Run 1, met1 routing:
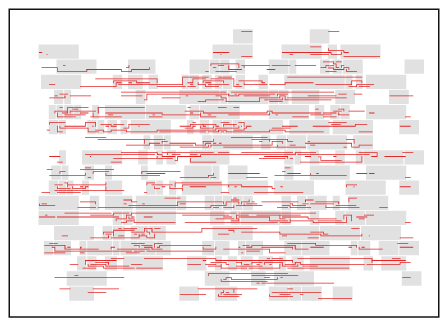
Run 1, the metal 2 layer:
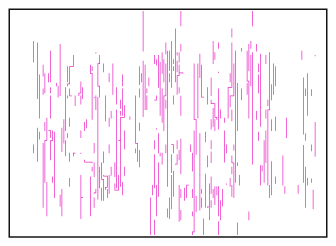
Run 1, signal wires on met3:
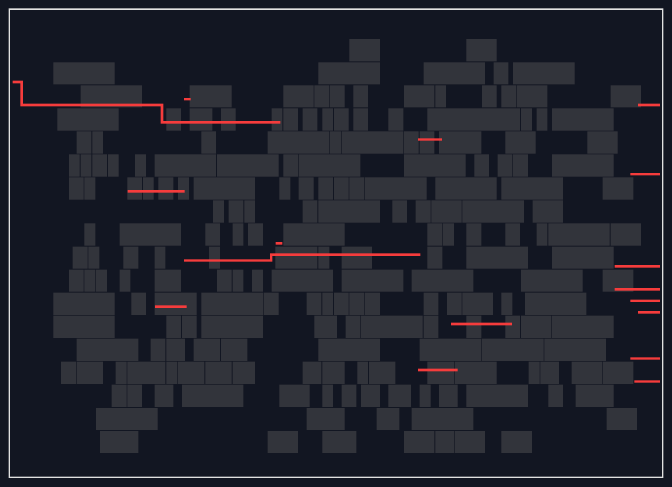
Run 1, routing congestion map:
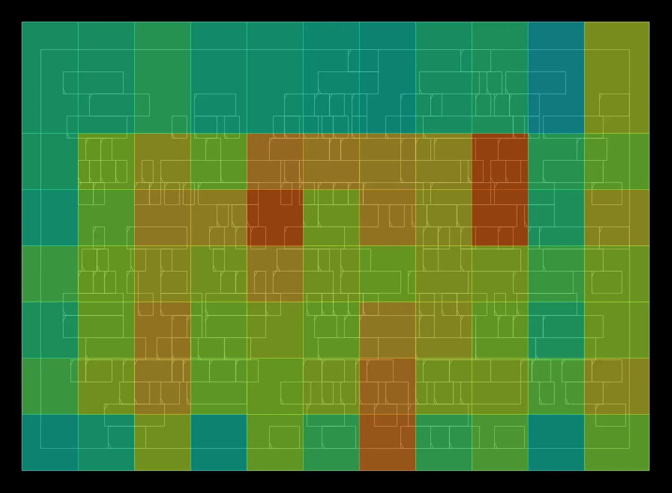
$ cat src/rtl/key_feed_pkg.sv
// Shared types and default sizing for the key phase feeder.
package key_feed_pkg;

    localparam int unsigned KEY_W_DEF   = 7;
    localparam int unsigned N_PHASE_DEF = 4;
    localparam int unsigned SPLIT_DEF   = 2;

    typedef enum logic [1:0] {
        StIdle,
        StLoading,
        StReady,
        StArmed
    } feed_state_e;

endpackage

$ cat src/rtl/key_phase_feeder_if.sv
// Control/status bundle between a key source and the key phase feeder.
interface key_phase_feeder_if #(
    parameter int unsigned KEY_W   = key_feed_pkg::KEY_W_DEF,
    parameter int unsigned N_PHASE = key_feed_pkg::N_PHASE_DEF
);

    localparam int unsigned PH_W = (N_PHASE > 1) ? $clog2(N_PHASE) : 1;

    logic             load_start;
    logic             key_sdi;
    logic             key_sdv;
    logic             arm;
    logic [KEY_W-1:0] key_out;
    logic [PH_W-1:0]  phase;
    logic             load_done;
    logic             armed;
    logic             load_err;

    modport master (
        output load_start, key_sdi, key_sdv, arm,
        input  key_out, phase, load_done, armed, load_err
    );

    modport slave (
        input  load_start, key_sdi, key_sdv, arm,
        output key_out, phase, load_done, armed, load_err
    );

endinterface

$ cat src/rtl/key_shift_reg.sv
// Serial key capture: LSB-first shift into a staging register, committed as a
// key_a/key_b pair only when the final bit of a load is accepted.
module key_shift_reg
    import key_feed_pkg::*;
#(
    parameter int unsigned KEY_W = KEY_W_DEF
) (
    input  logic             clk,
    input  logic             rst,
    input  logic             i_start,
    input  logic             i_shift,
    input  logic             i_sdi,
    output logic             o_done,
    output logic [KEY_W-1:0] o_key_a,
    output logic [KEY_W-1:0] o_key_b
);

    localparam int unsigned TOT_W = 2 * KEY_W;
    localparam int unsigned CNT_W = $clog2(TOT_W);

    logic [CNT_W-1:0] r_cnt;
    logic [TOT_W-1:0] r_stage;
    logic [TOT_W-1:0] w_stage_next;
    logic [KEY_W-1:0] r_key_a;
    logic [KEY_W-1:0] r_key_b;
    logic             w_last;

    // New bits enter at the top so the first bit ends up at index 0.
    assign w_stage_next = {i_sdi, r_stage[TOT_W-1:1]};
    assign w_last       = (r_cnt == CNT_W'(TOT_W - 1));
    assign o_done       = i_shift && w_last;
    assign o_key_a      = r_key_a;
    assign o_key_b      = r_key_b;

    // Staging register and bit counter; counter saturates at the last index.
    always_ff @(posedge clk) begin
        if (rst) begin
            r_cnt   <= '0;
            r_stage <= '0;
        end else if (i_start) begin
            r_cnt   <= '0;
            r_stage <= '0;
        end else if (i_shift) begin
            r_stage <= w_stage_next;
            if (!w_last) begin
                r_cnt <= r_cnt + CNT_W'(1);
            end
        end
    end

    // Committed keys change only when a complete load finishes.
    always_ff @(posedge clk) begin
        if (rst) begin
            r_key_a <= '0;
            r_key_b <= '0;
        end else if (o_done) begin
            r_key_a <= w_stage_next[KEY_W-1:0];
            r_key_b <= w_stage_next[TOT_W-1:KEY_W];
        end
    end

endmodule

$ cat src/rtl/key_phase_feeder.sv
// Loads a key pair serially and, once armed, drives key A or key B to the
// downstream locked FSM depending on a free-running phase counter.
module key_phase_feeder
    import key_feed_pkg::*;
#(
    parameter int unsigned KEY_W   = KEY_W_DEF,
    parameter int unsigned N_PHASE = N_PHASE_DEF,
    parameter int unsigned SPLIT   = SPLIT_DEF
) (
    input  logic clk,
    input  logic rst,
    key_phase_feeder_if.slave bus
);

    localparam int unsigned PH_W = (N_PHASE > 1) ? $clog2(N_PHASE) : 1;

    feed_state_e      r_state;
    feed_state_e      w_state_next;
    logic [PH_W-1:0]  r_phase;
    logic [PH_W-1:0]  w_phase_next;
    logic [KEY_W-1:0] r_key_out;
    logic [KEY_W-1:0] w_key_out_next;
    logic [KEY_W-1:0] w_key_a;
    logic [KEY_W-1:0] w_key_b;
    logic             r_load_done;
    logic             r_load_err;
    logic             w_load_err_next;
    logic             w_shift;
    logic             w_done;

    // load_start dominates key_sdv, so a bit presented with it is dropped.
    assign w_shift = (r_state == StLoading) && bus.key_sdv && !bus.load_start;

    key_shift_reg #(
        .KEY_W(KEY_W)
    ) u_shift (
        .clk    (clk),
        .rst    (rst),
        .i_start(bus.load_start),
        .i_shift(w_shift),
        .i_sdi  (bus.key_sdi),
        .o_done (w_done),
        .o_key_a(w_key_a),
        .o_key_b(w_key_b)
    );

    // Next phase value; wraps at the period length.
    always_comb begin
        w_phase_next = r_phase + PH_W'(1);
        if (r_phase == PH_W'(N_PHASE - 1)) begin
            w_phase_next = '0;
        end
    end

    // Phase free-runs in every state so it tracks the downstream counter.
    always_ff @(posedge clk) begin
        if (rst) begin
            r_phase <= '0;
        end else begin
            r_phase <= w_phase_next;
        end
    end

    // FSM state register.
    always_ff @(posedge clk) begin
        if (rst) begin
            r_state <= StIdle;
        end else begin
            r_state <= w_state_next;
        end
    end

    // FSM next-state logic; arming waits for the period boundary.
    always_comb begin
        w_state_next = r_state;
        case (r_state)
            StIdle: begin
                if (bus.load_start) begin
                    w_state_next = StLoading;
                end
            end
            StLoading: begin
                if (w_done) begin
                    w_state_next = StReady;
                end
            end
            StReady: begin
                if (bus.load_start) begin
                    w_state_next = StLoading;
                end else if (bus.arm && (w_phase_next == '0)) begin
                    w_state_next = StArmed;
                end
            end
            StArmed: begin
                if (bus.load_start) begin
                    w_state_next = StLoading;
                end else if (!bus.arm) begin
                    w_state_next = StReady;
                end
            end
            default: w_state_next = StIdle;
        endcase
    end

    // FSM output logic; key selected from the phase it will be shown with.
    always_comb begin
        w_key_out_next  = '0;
        w_load_err_next = r_load_err;
        if (w_state_next == StArmed) begin
            w_key_out_next = (32'(w_phase_next) < SPLIT) ? w_key_a : w_key_b;
        end
        if ((r_state == StLoading) && bus.load_start) begin
            w_load_err_next = 1'b1;
        end
    end

    // Registered outputs.
    always_ff @(posedge clk) begin
        if (rst) begin
            r_key_out   <= '0;
            r_load_done <= 1'b0;
            r_load_err  <= 1'b0;
        end else begin
            r_key_out   <= w_key_out_next;
            r_load_done <= w_done;
            r_load_err  <= w_load_err_next;
        end
    end

    assign bus.key_out   = r_key_out;
    assign bus.phase     = r_phase;
    assign bus.load_done = r_load_done;
    assign bus.armed     = (r_state == StArmed);
    assign bus.load_err  = r_load_err;

endmodule

$ cat src/flat_wrapper.sv
// flat-port wrapper written by rule: the top's interface ports become plain ports
module key_phase_feeder_flat import key_feed_pkg::*;
#(
    parameter int unsigned KEY_W   = KEY_W_DEF,
    parameter int unsigned N_PHASE = N_PHASE_DEF,
    parameter int unsigned SPLIT   = SPLIT_DEF
)
  (clk, rst, bus_load_start, bus_key_sdi, bus_key_sdv, bus_arm, bus_key_out, bus_phase, bus_load_done, bus_armed, bus_load_err);
  key_phase_feeder_if #(.KEY_W(KEY_W), .N_PHASE(N_PHASE)) bus_i ();
  input  logic clk;
  input  logic rst;
  input wire logic [$bits(bus_i.load_start)-1:0] bus_load_start;
  input wire logic [$bits(bus_i.key_sdi)-1:0] bus_key_sdi;
  input wire logic [$bits(bus_i.key_sdv)-1:0] bus_key_sdv;
  input wire logic [$bits(bus_i.arm)-1:0] bus_arm;
  output wire logic [$bits(bus_i.key_out)-1:0] bus_key_out;
  output wire logic [$bits(bus_i.phase)-1:0] bus_phase;
  output wire logic [$bits(bus_i.load_done)-1:0] bus_load_done;
  output wire logic [$bits(bus_i.armed)-1:0] bus_armed;
  output wire logic [$bits(bus_i.load_err)-1:0] bus_load_err;
  assign bus_i.load_start = bus_load_start;
  assign bus_i.key_sdi = bus_key_sdi;
  assign bus_i.key_sdv = bus_key_sdv;
  assign bus_i.arm = bus_arm;
  assign bus_key_out = bus_i.key_out;
  assign bus_phase = bus_i.phase;
  assign bus_load_done = bus_i.load_done;
  assign bus_armed = bus_i.armed;
  assign bus_load_err = bus_i.load_err;
  key_phase_feeder #(.KEY_W(KEY_W), .N_PHASE(N_PHASE), .SPLIT(SPLIT)) u_core (.clk(clk), .rst(rst), .bus(bus_i));
endmodule
$ cat config.mk
export PLATFORM = sky130hd
export DESIGN_NAME = key_phase_feeder_flat
export DESIGN_NICKNAME = d
export VERILOG_FILES = /design/src/rtl/key_feed_pkg.sv /design/src/rtl/key_phase_feeder_if.sv /design/src/rtl/key_shift_reg.sv /design/src/rtl/key_phase_feeder.sv /design/src/flat_wrapper.sv
export SDC_FILE = /design/constraint.sdc
export NUM_CORES = 1
export LEC_CHECK = 0
export ABC_CLOCK_PERIOD_IN_PS = 2300
export CELL_PAD_IN_SITES_DETAIL_PLACEMENT = 0
export CELL_PAD_IN_SITES_GLOBAL_PLACEMENT = 1
export CORE_ASPECT_RATIO = 0.7
export CORE_MARGIN = 2
export CORE_UTILIZATION = 45
export DETAILED_ROUTE_END_ITERATION = 8
export PLACE_DENSITY_LB_ADDON = 0.2
export SYNTH_ARGS = -nofsm -noshare
export SYNTH_HDL_FRONTEND = slang
export SYNTH_SLANG_ARGS = --single-unit
$ cat constraint.sdc
create_clock -name clk -period 2.3 [get_ports clk]
set_input_delay 0.46 -clock clk [delete_from_list [all_inputs] [get_ports clk]]
set_output_delay 0.46 -clock clk [all_outputs]
set_load 0.02 [all_outputs]
==> impl_metrics.ini, run 1 <==
; generated from flow reports
[clock_tree]
cts-root-buf = clkbuf_8
clk_latency_ns = 0.30
ctsResizeCount = 0
cts_buffer_depth = 2
post_cts_buffers = 0
clk_pin_slew_ns = 0.09

[finish]
diodes = 0
mi_logic_area_um2 = 698
nClkBuffers = 5
sh_seq_area_pct = 44.5
nNonClkBuffers = 21
largest_class = sequential cells
num-multi-input-gates = 126
area_delta_synth_final_pct = 18.1
drive_gt1_share_pct = 6.44
nNetsFinal = 210

[final_timing]
fin_crit_ns = 1.96
fin_crit_sh_pct = 85.2
setup_viol_count_final = 0
rsz0062_at_grt = no
maxSlewViolCount = 0
worstMarginPinSlew_ns = 0.647
slew_headroom_pct = 56.8

[yosys]
syn_area_um2 = 1680
ys_async_sr_fraction_pct = 0
ys_warn_count = 0
syn_inst = 188
synth_cell_type_count = 30
synth_nets = 197
synth-edff-count = 0
ys_ff = 44
ys_sh_xor_pct = 0
ys_sh_mux_pct = 4.18
synthTopCellsByArea = dfxtp_1 53%, a21oi_1 8.7%, nand2_1 5.8%
ys_sh_aoi_pct = 18.4
top_area_cell = dfxtp_1
ys_seq_share_pct = 52.5
ys_area_um2 = 1680

[worst_setup_path]
rr_endpoint = u_core.r_state[0]$_SDFF_PP0_
cp.arrival_ns = 1.50
regToRegSetupSlack_ns = 0.62
cp_data_required_time_ns = 1.84
setup.worst_path.start_class = register
cp-endpoint = bus_armed
cp-startpoint = u_core.r_state[0]$_SDFF_PP0_
crit_type = reg2out
path_max_fanout = 7

[global_routing]
grt_max_degree = 30
grt_pass1_wl_mm = 5.63
grt_pass1_vias = 1127
antenna_found_initial = 0
overflow = 0

[floorplanning]
chip_area_um2 = 4240
initCoreUtil_pct = 47.4
die_w_um = 77.0
tapCellCount = 50
rows = 18
coreArea_um2 = 3540

[drt]
viasPerCell = 5.27
remaining_drc_errors = 0
first_pass_iters = 4

[status]
status = finished clean

[job]
maxCapViolCount = 0
warnings = 27

[power]
p_per_area_nw_per_um2 = 742

[hold_path]
whs_path_depth = 1
Back to the opening pictures, 'met1 routing':
wire length on this layer: 1860 µm
share of all routed wire: 54%
nets with wire on the layer: 192

Back to the opening pictures, 'the metal 2 layer':
longest straight run: 33.0 µm
nets with wire on the layer: 155
wire length on this layer: 1410 µm
share of all routed wire: 41%
routed wire length: 3.45 mm
GR Util met2: 25.9%
via count: 1328

Back to the opening pictures, 'signal wires on met3':
nets with wire on the layer: 12
longest straight run: 17.5 µm
main direction: horizontal
wire length on this layer: 115 µm
share of all routed wire: 3.3%

Back to the opening pictures, 'routing congestion map':
GR peak layer: met2
met1 GRT Util: 25.3%
Global Route Usage Sum: 18.1%
final core occ: 56.0%
GRT met3 Usage: 4.38%

==> run 1: Yosys cell counts (2+ instances only) <==
| cell | instances |
|---|---|
| nor3_1 | 2 |
| nand3_1 | 16 |
| inv_1 | 3 |
| buf_6 | 2 |
| buf_2 | 5 |
| ha_1 | 3 |
| dfxtp_1 | 44 |
| o41ai_1 | 2 |
| nand2_1 | 26 |
| a21oi_1 | 29 |
| o311ai_0 | 2 |
| mux2i_1 | 7 |
| and2_1 | 2 |
| buf_4 | 2 |
| clkbuf_1 | 4 |
| a211oi_1 | 2 |
| nor2_1 | 9 |
| o21ai_0 | 16 |
==> run 1: metal layers <==
layer	wire length [µm]	up-vias
li1	-	684
met1	1860	618
met2	1410	18
met3	115	8
met4	65	0
met5	0	-
==> run 1: metrics by stage <==
stage          power (µW)  hold slack [ns]  instance area (µm²)  worst slack [ns]  std cells
2_1_floorplan         858            0.437                 1680             0.893        188
3_3_place_gp          890            0.439                 1870             0.365        244
3_5_place_dp          891            0.458                 1870             0.263        244
4_1_cts              1490            0.469                 1980             0.332        252
5_1_grt              1530            0.490                 1980             0.265        252
6_report             1470            0.472                 1980             0.340        252
==> run 1: state kept, by name, summed over array words and instances, names as in the netlist <==
name	flops
u_core.u_shift.r_cnt	4
u_core.bus.phase	2
u_core.u_shift.o_key_b	7
u_core.bus.key_out	7
u_core.bus.load_err	1
u_core.r_state	2
u_core.u_shift.r_stage	13
u_core.bus.load_done	1
u_core.u_shift.o_key_a	7
==> run 1: power by group <==
part	internal [µW]	total, µW	switching, µW
logic	44.0	97.6	53.6
clock network	327	597	270
registers	769	775	6.47
==> run 1: worst max-delay path, stage by stage, from the launching register on <==
cell             delay [ns]
dfxtp_1                0.45
and2_1                 0.16
clkdlybuf4s50_1        0.60
==> inputs of run 2 (changes only) <==
Settings changed: CORE_UTILIZATION 45 to 46, SYNTH_HIERARCHICAL set to 1.
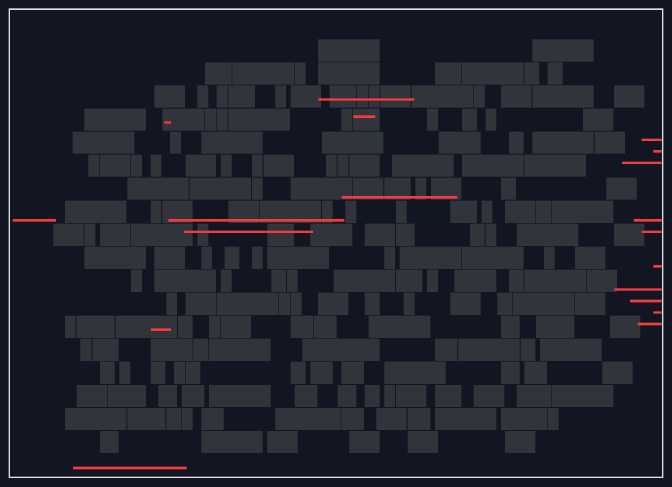
Run 2: signal wires on met3
wire length on this layer: 107 µm
nets with wire on the layer: 15
share of all routed wire: 3.5%

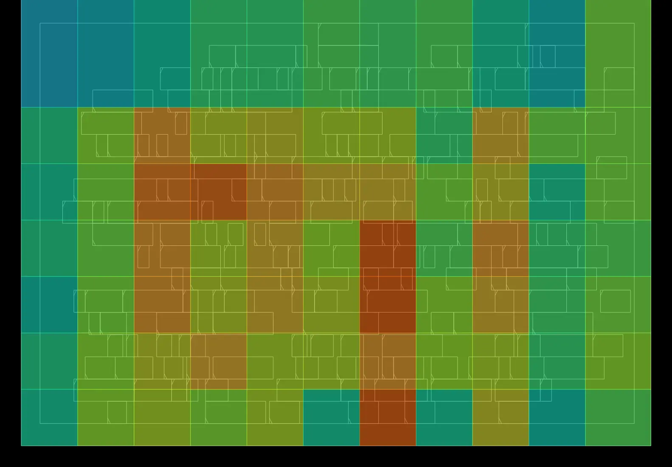
Run 2: routing congestion map
Global Route Usage Sum: 16.8%
GR Util met2: 24.6%
DR WL/cell: 12.6 µm
met1 GRT Util: 23.1%
final core occ: 57.2%

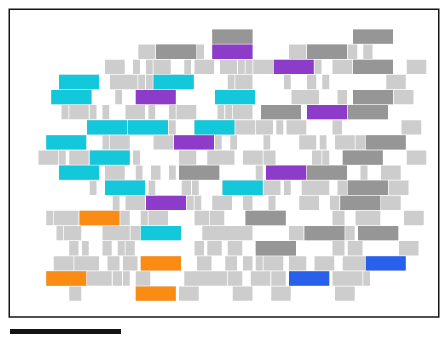
Run 2: register map, names as in the netlist
Scale bar: 20 µm. Other sequential cells in the stronger gray, the rest of the logic in the fainter gray.
| netlist name | color | flops |
|---|---|---|
| `u_core/r_state` | blue | 2 |
| `u_core/u_shift/r_cnt` | orange | 4 |
| `u_core/u_shift/o_key_a` | purple | 7 |
| `u_core/u_shift/r_stage` | cyan | 13 |

==> run 2 against run 1 <==
Effect of this change: clock power is 25% lower; total power is 9.7% lower; maximum frequency is 3.9% lower; critical path type unchanged; sequential cell count stayed put; design area is 2.7% higher; global-route usage is 1.3 points lower; synthesized area is 2.4% higher; sequential power hardly changed; first-iteration DRC count is 42% lower; largest power group unchanged.
==> impl_metrics.ini, run 2 <==
; generated from flow reports
[status]
status = finished clean

[global_routing]
antenna_found_initial = 0
grt_pass1_vias = 1094
grt_pass1_wl_mm = 5.28
grt_max_degree = 19
met3_usage_pct = 4.38
overflow = 0
grt-busiest-layer = met2

[place]
gp_congestion = 0.697
hpwl_mm = 2.18
portBuffers = 17
post_dp_cell_area_um2 = 1960
placed_cells = 238
place_ws_ns = 0.124

[final_timing]
maxSlewViolCount = 0
fin_ws_ns = 0.259
fmax_mhz = 490
slew_headroom_pct = 58.1
skew_ns = 0.00489
fin_crit_ns = 2.04
setup_viol_count_final = 0
hold_viol = 0
rsz0062_at_grt = no
hold_ws_ns = 0.456
fin_crit_sh_pct = 88.7
worstMarginPinSlew_ns = 0.628
timing.setup.tns_ns = 0

[yosys]
common_cells = 44 x dfxtp_1, 29 x nand2_1, 20 x mux2i_1, 15 x nor2_1
ys_warn_count = 6
syn_inst = 174
synth_cell_type_count = 32
top_area_cell = dfxtp_1
ys_ff = 44
syn_area_um2 = 1720
flop_cell = dfxtp_1
synth.yosys.num_cells = 174
synth-edff-count = 0
ys_area_um2 = 1720
ys_async_sr_fraction_pct = 0
synth_top_cell_by_count = dfxtp_1
synth_nets = 183
ys_seq_share_pct = 51.3
yosys.area.top_type_share_pct = 51.3
synthTopCellsByArea = dfxtp_1 51%, mux2i_1 12%, nand2_1 6.3%
synth_area_per_cell_um2 = 9.87

[finish]
drive_gt1_share_pct = 13.8
mi_logic_area_um2 = 774
area_delta_synth_final_pct = 18.5
stdcell_count = 245
diodes = 0
largest_register = u_core/u_shift/r_stage
post-route-cell-area_um2 = 2030
largest_register_ffs = 13
nNetsFinal = 204
seq_area_um2 = 881
nFillCells = 338
layout_top_cell = dfxtp_1
most-common-layout-cells = 44 x dfxtp_1, 29 x nand2_1, 20 x mux2i_1, 17 x clkdlybuf4s50_1, 15 x nor2_1

[clock_tree]
clk_latency_ns = 0.29
post_cts_buffers = 0
cts_tree = yes
clk_pin_slew_ns = 0.08
holdBufCountCts = 0
cts-root-buf = clkbuf_8
ctsResizeCount = 0
cts_max_level = 2
cts_sinks = 44
cts_buffers = 5
cts_buffer_depth = 2

[drt]
wirelength_mm = 3.09
wl_met3_um = 107
antenna_left = 0
viasPerCell = 4.99
wl_met1_mm = 1.66
first_pass_iters = 4
drt_iter0_drc = 50
remaining_drc_errors = 0
via_count = 1223
dr_wl_met2_mm = 1.27
dr.max_layer_used = met4

[worst_setup_path]
cp.arrival_ns = 1.58
cp_data_required_time_ns = 1.84
path_max_fanout = 7
setup.worst_path.start_class = register
cp-end-kind = output pin
cp-startpoint = u_core/r_state[1]$_SDFF_PP0_
r2r_start = u_core/u_shift/r_cnt[1]$_SDFFE_PP0P_
crit_type = reg2out

[hold_path]
hp-class = reg2reg
min_from = u_core/bus.phase[0]$_SDFF_PP0_

[floorplanning]
rows = 18
ios = 18
chip_area_um2 = 4240
die_w_um = 77.0
initCoreUtil_pct = 48.2
die_h_um = 55.1
coreArea_um2 = 3560

[power]
p_leak_uw = 0.000702
finalPower_uw = 1330
ir_drop_mv = 0.357
p_per_area_nw_per_um2 = 652

[job]
maxCapViolCount = 0
warnings = 27
-- run 2: netlist changes by cell type in the layout (fill, tap and decap cells not counted), moves of 2 or more --
cell,previous run,this run
nor2_1,9,15
o311ai_0,2,0
clkinv_2,0,2
inv_1,3,5
nand3_1,16,1
o41ai_1,2,0
a21oi_1,29,9
buf_4,3,6
o21ai_0,16,0
a21oi_2,0,9
mux2i_1,7,20
nand2_1,26,29
nor3_1,2,9
-- run 2: worst paths after layout --
| path | endpoint | slack, ns | depth (start not counted) |
|---|---|---|---|
| setup / recovery | bus_armed | 0.26 | 2 |
| hold / removal | u_core/bus.phase[0]$_SDFF_PP0_ | 0.46 | 1 |
| setup reg to reg | u_core/r_state[0]$_SDFF_PP0_ | 0.68 | 6 |
| hold reg to reg | u_core/bus.phase[0]$_SDFF_PP0_ | 0.46 | 1 |
-- run 2: cell type report --
class | instances | area share (%)
clock buffers | 6 | 3.57
clock inverters | 1 | 0.246
inverters | 6 | 1.17
multi-input cells | 115 | 38.1
flip-flops and latches | 44 | 43.3
well taps | 50 | 3.08
repair buffers | 23 | 10.6
-- run 2: power by group --
group          switching [µW]  internal, µW  leakage, µW
clock network             241           207    0.0000410
registers                6.40           769     0.000355
logic                    55.4          49.7     0.000306
total                     303          1020     0.000702
-- run 2: cells by family after synthesis --
family | synth area share, %
adder cells (fa/ha/maj) | 2.19
buffers and inverters | 4.45
flip-flops | 51.3
AND-OR/OR-AND | 11.2
AND/OR/NAND/NOR | 19.2
multiplexers | 11.7
-- run 2: worst max-delay path, cell delays in order (launching register included) --
cell,delay (ns)
dfxtp_1,0.49
and2_1,0.20
clkdlybuf4s50_1,0.60
No activity file was given, so power comes from the tool's default toggle rates.
